===== config.mk =====
export PLATFORM = sky130hd
export DESIGN_NAME = irr_priority_resolver
export DESIGN_NICKNAME = d
export VERILOG_FILES = /design/src/rtl/irr_priority_resolver.sv
export SDC_FILE = /design/constraint.sdc
export NUM_CORES = 1
export LEC_CHECK = 0
export ABC_AREA = 1
export CAP_MARGIN = 5
export CORE_ASPECT_RATIO = 0.8
export CORE_UTILIZATION = 30
export DETAILED_ROUTE_END_ITERATION = 16
export GPL_ROUTABILITY_DRIVEN = 0
export PLACE_DENSITY = 0.5
export SLEW_MARGIN = 20
export SYNTH_ARGS = -nofsm -noshare
export SYNTH_HDL_FRONTEND = slang
export SYNTH_SLANG_ARGS = --single-unit

===== constraint.sdc =====
create_clock -name clk -period 10.08 [get_ports clk]
set_clock_uncertainty 0.15 [all_clocks]
set_input_delay 3.024 -clock clk [delete_from_list [all_inputs] [get_ports clk]]
set_output_delay 3.024 -clock clk [all_outputs]
set_load 0.005 [all_outputs]

===== src/rtl/irr_priority_resolver.sv =====
// Interrupt request register with input synchronisers and a rotating-priority resolver.
// Delivers a registered one-hot winner and INT request; both hold while an INTA sequence is frozen.
module irr_priority_resolver #(
  parameter int         SYNC_STAGES  = 2,
  parameter logic [2:0] RESET_LOWEST = 3'd7
) (
  input  logic       clk,
  input  logic       rst_n,
  input  logic [7:0] ir_in,
  input  logic       level_triggered,
  input  logic [7:0] interrupt_mask,
  input  logic       special_mask_mode,
  input  logic [7:0] in_service_register,
  input  logic       freeze,
  input  logic [7:0] clear_irr,
  input  logic       priority_rotate,
  input  logic [2:0] priority_rotate_level,
  output logic [7:0] interrupt_request_register,
  output logic [7:0] highest_priority_interrupt,
  output logic       interrupt_pending,
  output logic [2:0] lowest_priority_level
);

  logic [7:0] sync_q [SYNC_STAGES];
  logic [7:0] ir_s;
  logic [7:0] ir_d_q, ir_d_d;
  logic [7:0] rise;
  logic [7:0] irr_q, irr_d;
  logic [7:0] hpi_q, hpi_d;
  logic       pend_q, pend_d;
  logic [2:0] lowest_q, lowest_d;
  logic [7:0] req;
  logic [7:0] winner;
  logic [3:0] isr_rank;
  logic       found;
  logic [2:0] lvl;
  logic       elig;

  always_ff @(posedge clk or negedge rst_n) begin
    if (!rst_n) begin
      for (int k = 0; k < SYNC_STAGES; k++) sync_q[k] <= '0;
    end else begin
      sync_q[0] <= ir_in;
      for (int k = 1; k < SYNC_STAGES; k++) sync_q[k] <= sync_q[k-1];
    end
  end

  assign ir_s = sync_q[SYNC_STAGES-1];
  assign rise = ir_s & ~ir_d_q;

  // Edge history is frozen with the IRR, so an edge seen during INTA is
  // taken once freeze drops, provided the line is still high then.
  always_comb begin
    ir_d_d = ir_d_q;
    irr_d  = irr_q;
    if (!freeze) begin
      ir_d_d = ir_s;
      irr_d  = level_triggered ? ir_s : ((irr_q | rise) & ir_s);
    end
    irr_d = irr_d & ~clear_irr;
  end

  always_comb begin
    req      = irr_q & ~interrupt_mask;
    isr_rank = 4'd8;
    winner   = '0;
    found    = 1'b0;
    lvl      = '0;
    elig     = 1'b0;
    for (int r = 0; r < 8; r++) begin
      lvl = lowest_q + 3'(r + 1);
      if (in_service_register[lvl] && (isr_rank == 4'd8)) isr_rank = 4'(r);
    end
    for (int r = 0; r < 8; r++) begin
      lvl = lowest_q + 3'(r + 1);
      if (special_mask_mode)
        elig = req[lvl] & ~(in_service_register[lvl] & ~interrupt_mask[lvl]);
      else
        elig = req[lvl] && (4'(r) < isr_rank);
      if (elig && !found) begin
        winner[lvl] = 1'b1;
        found       = 1'b1;
      end
    end
  end

  always_comb begin
    hpi_d    = hpi_q;
    pend_d   = pend_q;
    lowest_d = lowest_q;
    if (!freeze) begin
      hpi_d  = winner;
      pend_d = |winner;
    end
    if (priority_rotate) lowest_d = priority_rotate_level;
  end

  always_ff @(posedge clk or negedge rst_n) begin
    if (!rst_n) begin
      ir_d_q   <= '0;
      irr_q    <= '0;
      hpi_q    <= '0;
      pend_q   <= 1'b0;
      lowest_q <= RESET_LOWEST;
    end else begin
      ir_d_q   <= ir_d_d;
      irr_q    <= irr_d;
      hpi_q    <= hpi_d;
      pend_q   <= pend_d;
      lowest_q <= lowest_d;
    end
  end

  assign interrupt_request_register = irr_q;
  assign highest_priority_interrupt = hpi_q;
  assign interrupt_pending          = pend_q;
  assign lowest_priority_level      = lowest_q;

endmodule


==> images/io_fan.png <==
(4 px per um)
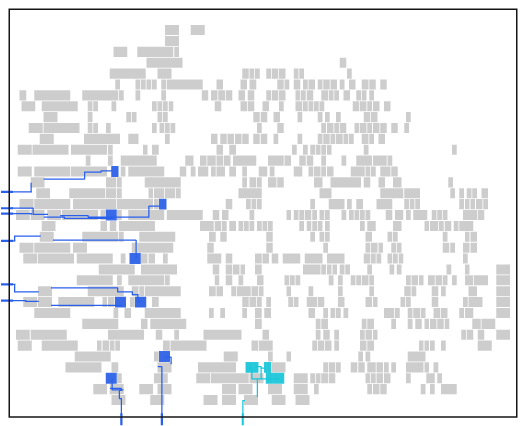
legend:
  blue:
    port: clear_irr
    bits: 8
    direction: input
    end_cells: 8
    buffers: 8
    wire: 211 um
  cyan:
    port: priority_rotate
    bits: 1
    direction: input
    end_cells: 6
    buffers: 1
    wire: 24.3 um
count of buffers from port buffering: 60
I/O pins: 61

==> images/placement_by_type.png <==
(2 px per um)
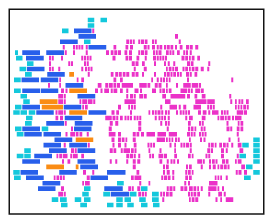
legend:
  magenta:
    class: combinational and other logic
    cells: 514
    share_of_their_area: 57%
  orange:
    class: clock drivers and dummy loads
    cells: 8
    share_of_their_area: 3.9%
  cyan:
    class: other buffers and delay cells
    cells: 60
    share_of_their_area: 14%
  blue:
    class: flops
    cells: 44
    share_of_their_area: 26%
Final Util: 0.3831
post-layout instance area: 4513 sq um
placeable core area: 11780 sq um
floorplan row count: 35
fraction of standard cell area that is sequential: 0.2448

==> images/flops_by_reg.png <==
(2 px per um) Other sequential cells in the stronger grey, the rest of the logic in the fainter grey.
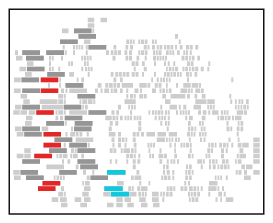
legend:
  cyan:
    signal: lowest_priority_level
    flops: 3
  red:
    signal: ir_s
    flops: 8
total sequential power: 211 uW
FF/Latch Area: 1105 sq um

==> run notes <==
Notes on the flow run.

- The flow ran to the end, and the final reports show no timing, DRC or antenna violations.
- The power in combinational cells is about 270 uW, for reference.
- Total global-route track usage over all layers is 0.1842.
- Per the detail_route log, the uppermost layer with routed signals is met4.
- The report lists the power per cell area as 145.6 nW/um^2.
- The H-tree depth is 2, for reference.
- Hold timing on the final database bottoms out at a slack of between 0.15 and 0.2 ns.
- The pre-CTS setup slack is 4.251 ns, for reference.
- Clock tree synthesis inserted a total of 5 buffers.
- STA shows the worst reg2reg path with a cell count of 20.
- Of all the cell area in the finished design, non-clock buffers hold 0.1320.
- The final max-slew violation count is 0, for reference.
- The timing endpoint of the critical path is interrupt_pending$_DFFE_PN0N_, for reference.
- Listed in order, past its start point the critical path passes clkdlybuf4s50_1 -> inv_1 -> nand3_1 -> nand3_1 -> nand2_1 -> nand2_1 -> nand2_1 -> nor2_1 -> nor2_2 -> a21oi_4 -> inv_2 -> nand3_2 -> nor2_1 -> nor2_1 -> nand3_1 -> nor2_1 -> nand2_1 -> nor2_1 -> nor2_1.
- Clock latency on the worst-skew pair, taken at its later pin, is ~0.28 ns.
- In this design, the critical path's most frequently occurring cell is sky130_fd_sc_hd__nor2_1.
- The routed via count divided by cell count is approximately 5.1, for reference.
- The routed layout reports a DRC error count of 0.
- The met3 track demand over resource in global routing is 0.02007, for reference.
- The post-synthesis async set-or-reset flop share is 1.000, for reference.
- The family with the most delay on the worst path is simple AND/OR/NAND/NOR gates, for reference.
- The routed wirelength on the met1 layer is recorded as 5749 um.
- The post-route fraction of the period consumed by the critical path is 0.5544, for reference.
- The synthesis-to-finish area growth is 21.37%, for reference.
- The part of the power in registers is 0.321, for reference.
- The routed layout has 3916 vias.
- Per the timing report, the biggest fanout along the worst path comes to 10.
- The cell count in the Yosys report is 584, for reference.
- The worst hold path class is reg -> reg, for reference.
- After layout, the minimum clock period comes to 5.588 ns.
- The share of total power consumed by net switching is 0.3825, for reference.
- After detailed routing, the met2 layer carries 4958 um of wire.
- Yosys attributes the largest share of cell area to sky130_fd_sc_hd__dfrtp_1 28%, sky130_fd_sc_hd__nand2_1 18%, sky130_fd_sc_hd__nand3_1 16%.
- The instance area after placement is 4345 sq um, for reference.
- The start of the worst register-to-register path is lowest_priority_level[0]$_DFFE_PN1P_, for reference.
- met1 track demand over resource after global routing is 0.2685.
- The leakage power in the latest report is 0.002146 uW.
- For reference, the top cells by count after synthesis are 181 x sky130_fd_sc_hd__nand2_1, 121 x sky130_fd_sc_hd__nand3_1, 53 x sky130_fd_sc_hd__inv_1.
- The cell sitting at the root of the clock tree is a sky130_fd_sc_hd__clkbuf_16.
- TritonCTS built the clock tree.
- The tally of clock buffers in the finished layout is 5, for reference.
- Counting along the longest clock path gives a buffer depth of 2.
- The repair_antennas step left the layout with diodes totalling 0.
- The adder and majority cell fraction of the synthesized area is 0.02019, for reference.
- The number of antenna violations at the first check in global routing is 0.
- The total of cells resized after clock tree synthesis is 0, for reference.
- STA classifies the critical path startpoint as a primary input.
- The non-clock buffer total of the final layout is 60, for reference.
- The die area is 12850 sq um, for reference.
- The remaining number of nets flagged by the antenna check after routing is 0, for reference.
- Looking at the critical path, the single cell with the biggest stage delay is sky130_fd_sc_hd__clkdlybuf4s50_1.
- The number of nets in the synthesized netlist is ~630, for reference.
- The dominant combinational cell family by area after synthesis is simple AND/OR/NAND/NOR gates, for reference.
- The category of the worst setup path capture point is a flop, for reference.
- The total wire length is 11290 um, for reference.
- The number of different library cells used by synthesis comes to 34.
- There are 44 flip-flops and latches.
- The total clock sinks is 44, for reference.
- The pin closest to its max-slew limit shows a slew of 0.9505 ns.
- After the last flow step, the layout net total stands at 672.
- In this run the most critical hold path is launched from sync_q[15]$_DFF_PN0_.
- The top power consumer group is combinational logic, for reference.
- The Yosys step of the flow raised 0 warnings.
- The maximum single-stage delay on the critical path is 0.50 ns, for reference.
- Of the total synthesized cell area, the portion taken by AND-OR and OR-AND cells is 0.07201.
- Summing internal, switching and leakage power gives 657.2 uW.
- The number of instances on the worst hold path is 0, for reference.
- Entering global routing, the biggest net connects 45 pins.
- By startpoint and endpoint, the worst setup path is classified as in -> reg.
- The detailed router finished its first iteration with 234 violations.
- The maximum frequency from static timing analysis is about 180 MHz, for reference.
- Per the cell usage report, the commonest logic cell in the layout is sky130_fd_sc_hd__nand2_1.
- The buffer and inverter count on the worst path is 3, for reference.
- The cell depth of the worst setup path is 19, for reference.
- The share of Yosys cell area claimed by the top area cell type is 0.2759, for reference.
- Synthesis produced about 600 cells.
- The post-DP HPWL is 8768 um, for reference.
- In this run, the synthesized area fraction spent on xor and xnor cells is recorded as 0.
No activity file was given, so power comes from the tool's default toggle rates.
